==> run_1/power_grid.png <==
Pins as bars on the die edge. Tap cells in grey.
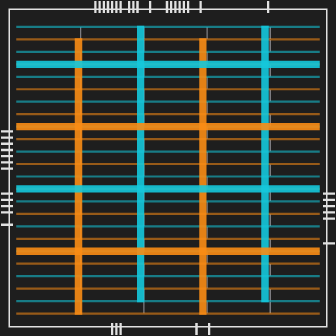
==> run_1/placement_by_type.png <==
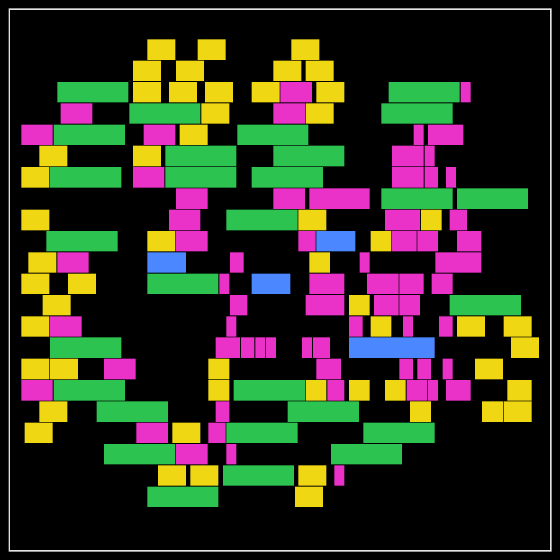
==> run_1/clk_routes.png <==
The bar under the picture is 20 µm long.
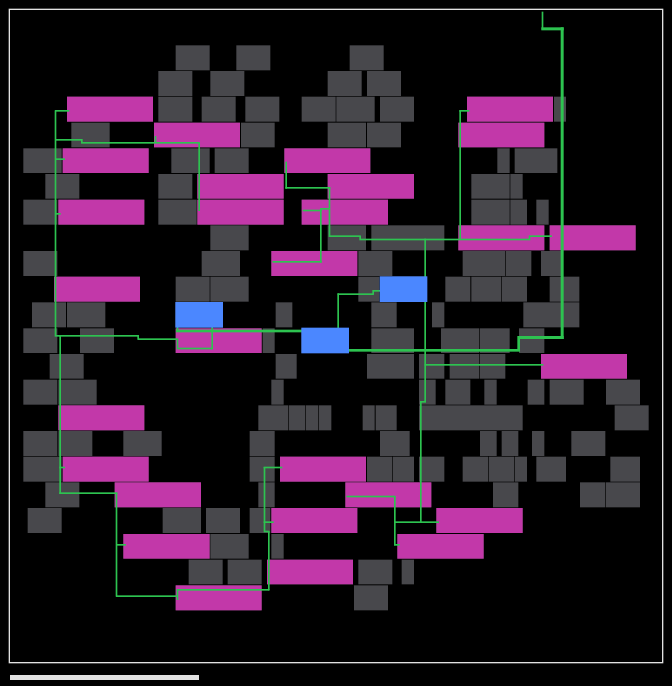
==> run_1/wires.png <==
The bar under the picture is 20 µm long.
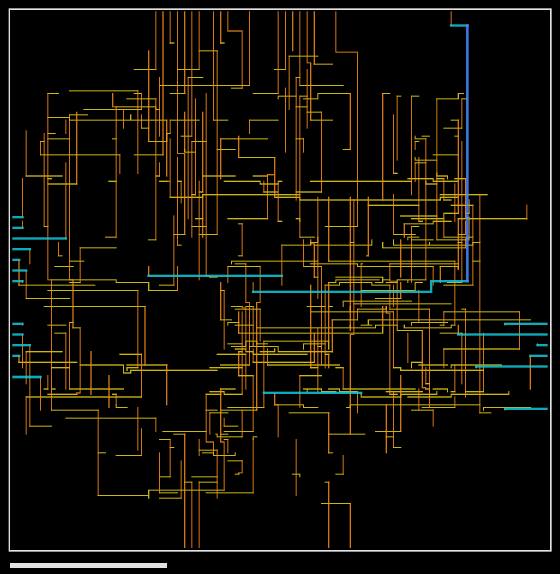
## src/rtl/alu_operand_sequencer.sv

```systemverilog
// Load-side sequencer for the ALU datapath. It steers operand A, operand B and
// the opcode onto a shared load bus, waits for the ALU to settle, then hands the result downstream.
module alu_operand_sequencer #(
  parameter int WIDTH       = 8,
  parameter int EXEC_CYCLES = 2
) (
  input  logic             clk,
  input  logic             rst_n,
  input  logic             clear,
  input  logic             in_valid,
  input  logic [WIDTH-1:0] in_data,
  output logic             in_ready,
  output logic [WIDTH-1:0] load_d,
  output logic             en_a,
  output logic             en_b,
  output logic             en_op,
  input  logic [WIDTH-1:0] alu_result,
  output logic             out_valid,
  output logic [WIDTH-1:0] out_data,
  input  logic             out_ready
);

  typedef enum logic [2:0] {
    GET_A,
    GET_B,
    GET_OP,
    EXEC,
    RESULT
  } state_t;

  localparam logic [3:0] LAST_CNT = 4'(EXEC_CYCLES - 1);

  state_t           state, state_n;
  logic             armed;
  logic [3:0]       cnt, cnt_n;
  logic [WIDTH-1:0] load_d_n, out_data_n;
  logic             en_a_n, en_b_n, en_op_n, out_valid_n;
  logic             xfer;

  // armed keeps in_ready low until the first clock edge after reset release
  always_comb begin
    in_ready = 1'b0;
    if (armed) begin
      case (state)
        GET_A, GET_B, GET_OP: in_ready = 1'b1;
        default:              in_ready = 1'b0;
      endcase
    end
  end

  assign xfer = in_valid & in_ready;

  always_comb begin
    state_n     = state;
    cnt_n       = cnt;
    load_d_n    = load_d;
    out_data_n  = out_data;
    out_valid_n = out_valid;
    en_a_n      = 1'b0;
    en_b_n      = 1'b0;
    en_op_n     = 1'b0;
    if (clear) begin
      state_n     = GET_A;
      cnt_n       = 4'd0;
      out_valid_n = 1'b0;
    end else begin
      case (state)
        GET_A: begin
          if (xfer) begin
            load_d_n = in_data;
            en_a_n   = 1'b1;
            state_n  = GET_B;
          end
        end
        GET_B: begin
          if (xfer) begin
            load_d_n = in_data;
            en_b_n   = 1'b1;
            state_n  = GET_OP;
          end
        end
        GET_OP: begin
          if (xfer) begin
            load_d_n = in_data;
            en_op_n  = 1'b1;
            cnt_n    = 4'd0;
            state_n  = EXEC;
          end
        end
        EXEC: begin
          // the opcode register loads on the edge after en_op, so the count covers that edge too
          if (cnt == LAST_CNT) begin
            out_data_n  = alu_result;
            out_valid_n = 1'b1;
            state_n     = RESULT;
          end else begin
            cnt_n = cnt + 4'd1;
          end
        end
        RESULT: begin
          if (out_valid && out_ready) begin
            out_valid_n = 1'b0;
            state_n     = GET_A;
          end
        end
        default: state_n = GET_A;
      endcase
    end
  end

  always_ff @(posedge clk or negedge rst_n) begin
    if (!rst_n) begin
      state     <= GET_A;
      armed     <= 1'b0;
      cnt       <= 4'd0;
      load_d    <= '0;
      en_a      <= 1'b0;
      en_b      <= 1'b0;
      en_op     <= 1'b0;
      out_valid <= 1'b0;
      out_data  <= '0;
    end else begin
      state     <= state_n;
      armed     <= 1'b1;
      cnt       <= cnt_n;
      load_d    <= load_d_n;
      en_a      <= en_a_n;
      en_b      <= en_b_n;
      en_op     <= en_op_n;
      out_valid <= out_valid_n;
      out_data  <= out_data_n;
    end
  end

endmodule

```

## config.mk

```make
export PLATFORM = sky130hd
export DESIGN_NAME = alu_operand_sequencer
export DESIGN_NICKNAME = d
export VERILOG_FILES = /design/src/rtl/alu_operand_sequencer.sv
export SDC_FILE = /design/constraint.sdc
export NUM_CORES = 1
export LEC_CHECK = 0
export CAP_MARGIN = 20
export CELL_PAD_IN_SITES_DETAIL_PLACEMENT = 0
export CELL_PAD_IN_SITES_GLOBAL_PLACEMENT = 2
export CORE_UTILIZATION = 28
export CTS_BUF_LIST = sky130_fd_sc_hd__clkbuf_8 sky130_fd_sc_hd__clkbuf_16
export DETAILED_ROUTE_END_ITERATION = 10
export GPL_TIMING_DRIVEN = 1
export PLACE_DENSITY = 0.75
export REMOVE_ABC_BUFFERS = 1
export SLEW_MARGIN = 20
export SYNTH_ARGS = -nofsm -noshare
export SYNTH_HDL_FRONTEND = slang
export SYNTH_SLANG_ARGS = --single-unit
```

## constraint.sdc

```tcl
create_clock -name clk -period 1.95 [get_ports clk]
set_input_delay 0.39 -clock clk [delete_from_list [all_inputs] [get_ports clk]]
set_output_delay 0.39 -clock clk [all_outputs]
set_load 0.02 [all_outputs]
```

==> metrics.cfg, run 1 <==
[synth]
yosys-stat-area_um2 = 1260
synthFlopType = dfrtp_1
top_cells_by_count = dfrtp_1 (28), mux2_2 (18), nor2_1 (7), nand2_1 (5)
yosys.area.top_type = dfrtp_1
edf_count = 0
yosys_warnings = 0
yosysCellCount = 98
ys_seq_frac = 0.558
synthCells = 98
top_area_frac = 0.558
ys_types = 31
synth.most_common_cell = dfrtp_1
ys.flops = 28
synth_area_per_cell_um2 = 12.8
syn_area_um2 = 1260
topCellsByArea = dfrtp_1 (56%), mux2_2 (16%), nor2_1 (2.1%), ha_1 (2.0%), nor3b_1 (1.8%)

[floorplan]
fp.dieArea_um2 = 4760
io_pins = 42
fp.dieW_um = 69.0
tapCellCount = 50
fp_util = 0.303

[flow_run]
warnings = 26
maxCapViolCount = 0

[final_layout]
clock_tree_area_fraction = 0.0383
logic_gate_count = 63
mi_logic_area_um2 = 520
drive_gt1_frac = 0.260
nets = 174
flop-count = 28
num-nonclk-inverters = 2
top_area_cell_class = sequential cells
nNonClkBuffers = 53
buf_share = 0.268
final_cells = 200
n_antenna_cell = 0
syn_to_final_growth_pct = 48.2
nFillCells = 404
regArea_um2 = 701
clock_buffers = 3
sh_comb_area = 0.280

[route]
first_pass_iters = 4
first_iter_violations = 45
drcViolationCount = 0
detail-route-antenna-nets = 0
vias_per_cell = 4.82

[worst_setup_path]
worstPathCellList = and2_1 -> nor3b_1 -> dlygate4sd2_1
end_kind = primary output
cp_data_arrival_time_ns = 1.38
r2r-start = cnt[0]$_DFFE_PN0P_
critical_path_class = flip-flop to primary output
crit_path_end = in_ready
path_delay_family = flip-flops
rrSetupSlack_ns = 0.30
required_ns = 1.56
setup.worst_path.start = state[0]$_DFFE_PN0P_
crit_buf_inv = 1
start_kind = flip-flop
r2r_end = cnt[1]$_DFFE_PN0P_
cp_num_cells = 3
cpPeakStageDelay_ns = 0.38
cp_max_fo = 2
rr_worst_depth = 4
cp_slowest_cell = dfrtp_1

[placed_design]
io_buffer_count = 41
dp_cells = 196
dpl.hpwl_um = 2200
place.gp.congestion = 0.690
post_dp_cell_area_um2 = 1790

[clock_network]
ctsLongestPathBuffers = 2
ctsHoldBuffers = 0
clkSinkCount = 28
cts_tree = built
cts_buffers = 3
clk_pin_slew_ns = 0.10
cts_max_level = 1
cts-root-buf = clkbuf_8

[power]
power_mw = 1.34
internal-power_mw = 1.03
p_per_area_nw_per_um2 = 722
pwr-share-comb = 0.191
leakagePower_nw = 0.816
seqPwrFrac = 0.473
switchingPower_mw = 0.310
p_sw_frac = 0.231

[final_timing]
finalCriticalPeriod_ns = 1.77
tns_ns = 0
finalHoldViolCount = 0
setup_viol_count_final = 0
slew_viol_final = 0
fmax_mhz = 565
finalCritPeriodShare = 0.908
rsz0062_at_grt = no

[global_route]
grt_pass1_wl_um = 4810
grt_pass1_vias = 1041
grt-ovfl-total = 0
grt_max_degree = 29
antenna_found_initial = 0

[worst_hold_path]
hp-class = input pin to asynchronous set/reset pin

[run_status]
status = completed

Back to the opening pictures, power_grid.png:
| net | colour |
|---|---|
| VSS | orange |
| VDD | cyan |
tap cells: 50
met4 straps: 4
rows: 23
met1 rails: 24
Peak VDD IR: 0.467 mV
Vert. Die Dim: 69.0 µm
core area: 4140 µm²

Back to the opening pictures, placement_by_type.png:
| class | colour | cells | share of their area |
|---|---|---|---|
| flops | green | 28 | 39% |
| combinational and other logic | magenta | 65 | 29% |
| clock drivers and dummy loads | blue | 4 | 4.0% |
| other buffers and delay cells | yellow | 53 | 28% |
Core Util, Final: 0.449
register share of the cell area: 0.376
post-route cell area: 1860 µm²
Row Count: 23

Back to the opening pictures, clk_routes.png:
[flip-flops] magenta | count: 28
[clock wires] green | length: 357 µm
[clock drivers] blue | count: 3
flops lie: all over the die
Insertion Delay late pin: 0.27 ns
clk_skew: 0.00632 ns
P_clk: 0.452 mW
clock group share of total power: 0.336

Back to the opening pictures, wires.png:
| layer | colour | wire length |
|---|---|---|
| metal 4 | blue | 32.6 µm |
| metal 2 | orange | 1,570 µm |
| metal 3 | cyan | 117 µm |
| metal 1 | yellow | 1,140 µm |
All-Layer GR Usage: 0.142
vias: 963
routed len/inst: 14.3 µm
total routed wirelength: 2860 µm

## run 1: kinds of logic after synthesis
kind of cell    Yosys count  synth area share
flops                    28             0.558
fa+ha+maj                 2            0.0199
simple gates             28             0.138
compound gates           14            0.0916
other cells               1           0.00299
mux                      18             0.161
buf+inv                   7            0.0279
## run 1: power groups by stage
stage / Sequential, mW / Combinational [mW] / Clock (mW)
3_5_place_dp: 0.648 / 0.261 / 0
2_1_floorplan: 0.695 / 0.0547 / 0
5_1_grt: 0.643 / 0.276 / 0.502
3_3_place_gp: 0.646 / 0.256 / 0
6_report: 0.636 / 0.257 / 0.452
4_1_cts: 0.637 / 0.261 / 0.475
## run 1: per-stage QoR
| stage | utilization | hold WS (ns) | worst slack (ns) |
|---|---|---|---|
| 2_1_floorplan | - | 0.0944 | 0.379 |
| 3_3_place_gp | 0.432 | 0.489 | 0.0805 |
| 3_5_place_dp | 0.432 | 0.496 | 0.0443 |
| 4_1_cts | 0.449 | 0.495 | 0.164 |
| 5_1_grt | 0.449 | 0.501 | 0.0704 |
| 6_report | 0.449 | 0.490 | 0.180 |
## run 1: routing by layer
layer / GRT usage / wire, µm
met2: 0.256 / 1570
met3: 0.0362 / 117
met1: 0.164 / 1140
met4: 0.0383 / 32
met5: 0 / 0
## run 1: cell usage in the layout, fill, tap and decap left out, types with 3 or more instances in the layout
cell and instances:
nand2_1 5, mux2_2 18, clkdlybuf4s50_1 40, a21oi_1 4, nor2_1 7, nor3b_1 3, buf_4 12, clkbuf_8 3
dfrtp_1 28
## run 1: registers in the layout, indices dropped and copies added, names as in the netlist
register   flops
state          3
armed          1
load_d         8
out_data       8
en_a           1
cnt            4
en_b           1
en_op          1
out_valid      1
## run 1: timing repair
action,in CTS,in global routing
setup endpoints to repair,1,0
setup buffers,0,0
resized,1,0
--- run 2 (diff from run 1) ---
--- a/config.mk
+++ b/config.mk
@@ -5,7 +5,6 @@
 export SDC_FILE = /design/constraint.sdc
 export NUM_CORES = 1
 export LEC_CHECK = 0
-export CAP_MARGIN = 20
 export CELL_PAD_IN_SITES_DETAIL_PLACEMENT = 0
 export CELL_PAD_IN_SITES_GLOBAL_PLACEMENT = 2
 export CORE_UTILIZATION = 28
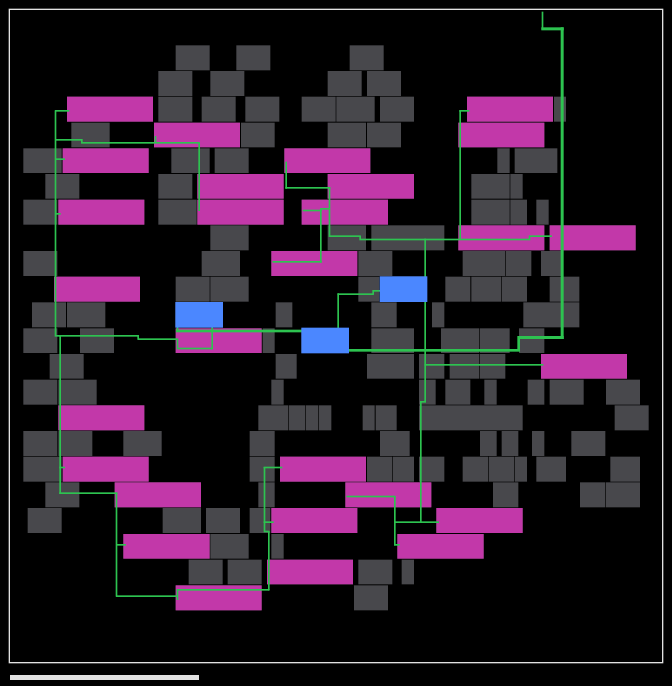
(run_2/clk_routes.png)
The bar under the picture is 20 µm long.
[clock wires] green | length: 357 µm
[clock drivers] blue | count: 3
[flip-flops] magenta | count: 28
flops lie: all over the die
routed clock nets: 4

==> run 2 against run 1 <==
  * Clock skew stayed put
  * Core utilization stayed put
  * Setup slack stayed put
  * Register-to-register slack hardly changed
  * Cell area stayed put
  * Largest cell class unchanged
  * Highest routed layer unchanged
==> metrics.cfg, run 2 <==
[clock_network]
cts-root-buf = clkbuf_8
clkSinkCount = 28  ; unchanged
ctsLongestPathBuffers = 2  ; unchanged
cts_buffers = 3  ; unchanged
ctsHoldBuffers = 0  ; unchanged
cts_max_level = 1  ; unchanged
worstSkewPairLatency_ns = 0.27  ; about the same

[floorplan]
fp-row-count = 23  ; unchanged
fp_util = 0.303  ; unchanged
fp.dieArea_um2 = 4760  ; unchanged
io_pins = 42  ; unchanged
core-area_um2 = 4140  ; unchanged
fp.dieW_um = 69.0  ; unchanged

[worst_setup_path]
r2r_end = cnt[1]$_DFFE_PN0P_
worstPathCellList = and2_1 -> nor3b_1 -> dlygate4sd2_1
path_delay_family = flip-flops
crit_buf_inv = 1  ; unchanged
rrSetupSlack_ns = 0.30  ; about the same
cp_data_arrival_time_ns = 1.38  ; about the same
rr_worst_depth = 4  ; unchanged
cp_num_cells = 3  ; unchanged
r2r-start = cnt[0]$_DFFE_PN0P_
start_kind = flip-flop
critical_path_class = flip-flop to primary output
cp_slowest_cell = dfrtp_1
required_ns = 1.56  ; about the same
crit_path_end = in_ready
cpPeakStageDelay_ns = 0.38  ; about the same

[final_timing]
finalCritPeriodShare = 0.908  ; unchanged
fmax_mhz = 565  ; unchanged
finalCriticalPeriod_ns = 1.77  ; unchanged
finalHoldViolCount = 0  ; unchanged
slew_viol_final = 0  ; unchanged
tns_ns = 0  ; unchanged
fin_skew_ns = 0.00632  ; unchanged
holdWs_ns = 0.490  ; unchanged
setup_ws_ns = 0.180  ; unchanged
rsz0062_at_grt = no
setup_viol_count_final = 0  ; unchanged

[synth]
ys.flops = 28  ; unchanged
yosys_warnings = 0  ; unchanged
syn_area_um2 = 1260  ; unchanged
synth.most_common_cell = dfrtp_1
synthFlopType = dfrtp_1
edf_count = 0  ; unchanged
yosys.area.top_type = dfrtp_1
topCellsByArea = dfrtp_1 (56%), mux2_2 (16%), nor2_1 (2.1%), ha_1 (2.0%), nor3b_1 (1.8%)
top_cells_by_count = dfrtp_1 (28), mux2_2 (18), nor2_1 (7), nand2_1 (5)
synthCells = 98  ; unchanged
synth_area_per_cell_um2 = 12.8  ; unchanged
ys_types = 31  ; unchanged
yosysCellCount = 98  ; unchanged
top_area_frac = 0.558  ; unchanged

[placed_design]
pre_cts_ws_ns = 0.0443  ; unchanged
io_buffer_count = 41  ; unchanged
dpl.hpwl_um = 2200  ; unchanged
place.gp.congestion = 0.690  ; unchanged

[run_status]
status = completed

[global_route]
grt_max_degree = 29  ; unchanged
antenna_found_initial = 0  ; unchanged
grt_pass1_vias = 1041  ; unchanged
grt-ovfl-total = 0  ; unchanged
grtUsageTotal = 0.142  ; unchanged
grt_pass1_wl_um = 4810  ; unchanged

[final_layout]
syn_to_final_growth_pct = 48.2  ; unchanged
drive_gt1_frac = 0.260  ; unchanged
n_antenna_cell = 0  ; unchanged
nets = 174  ; unchanged
final_cells = 200  ; unchanged
top_regs = load_d x8, out_data x8, cnt x4
layout_top_cell = clkdlybuf4s50_1
fin_util = 0.449  ; unchanged
mostFrequentLayoutCells = clkdlybuf4s50_1 (40), dfrtp_1 (28), mux2_2 (18)
finalInstanceArea_um2 = 1860  ; unchanged

[power]
vdd_drop_max_mv = 0.467  ; unchanged
power_mw = 1.34  ; unchanged
leakagePower_nw = 0.816  ; unchanged

[flow_run]
maxCapViolCount = 0  ; unchanged
warnings = 26  ; unchanged

[worst_hold_path]
hp-class = input pin to asynchronous set/reset pin

[route]
vias = 963  ; unchanged
vias_per_cell = 4.82  ; unchanged
drcViolationCount = 0  ; unchanged
wirelength_um = 2860  ; unchanged
first_iter_violations = 45  ; unchanged
wire_per_inst_um = 14.3  ; unchanged
first_pass_iters = 4  ; unchanged

==> run 2: cell counts after synthesis <==
No cell type changed its count.
==> run 2: worst register-to-register path: cells and delay by family (launching register included) <==
kind                       cells  cell delay (ns)
AOI/OAI and AO/OA              1             0.26
adders and majority gates      1             0.24
DFF                            1             0.45
and+or+nand+nor                1             0.22
muxes                          1             0.36
==> run 2: cells by family (layout without fill, tap and decap cells) <==
kind of cell,count (synthesis),count (layout),share of synthesized area
AND/OR/NAND/NOR,28,28,0.138
other,1,1,0.00299
AND-OR/OR-AND,14,14,0.0916
multiplexers,18,18,0.161
flip-flops,28,28,0.558
adder cells (fa/ha/maj),2,2,0.0199
buffers and inverters,7,59,0.0279
==> run 2: per-layer routing <==
layer,GRT usage,vias up,share of wire
met2,0.256,24,0.55
met3,0.0362,2,0.041
met4,0.0383,0,0.011
li1,-,457,-
met5,0,-,0
met1,0.164,480,0.40
==> run 2: where the power goes <==
part / leakage (nW) / internal (mW) / switching (mW)
clock: 0.0357 / 0.275 / 0.177
sequential: 0.371 / 0.618 / 0.0187
combinational: 0.410 / 0.142 / 0.115
total: 0.816 / 1.03 / 0.310
==> run 2: timing repair <==
action | 4_1_cts | 5_1_grt
buffers inserted | 0 | 0
endpoints found under the setup margin | 1 | 0
resized | 1 | 0
==> run 2: final cells by class <==
cell class / count / area, µm²
Fill cell: 404 / 2280
Sequential cell: 28 / 701
Multi-Input combinational cell: 63 / 520
Timing Repair Buffer: 53 / 499
Tap cell: 50 / 62.6
Clock buffer: 3 / 41.3
Clock inverter: 1 / 30.0
Inverter: 2 / 7.51
Power and IR drop assume default switching activity.
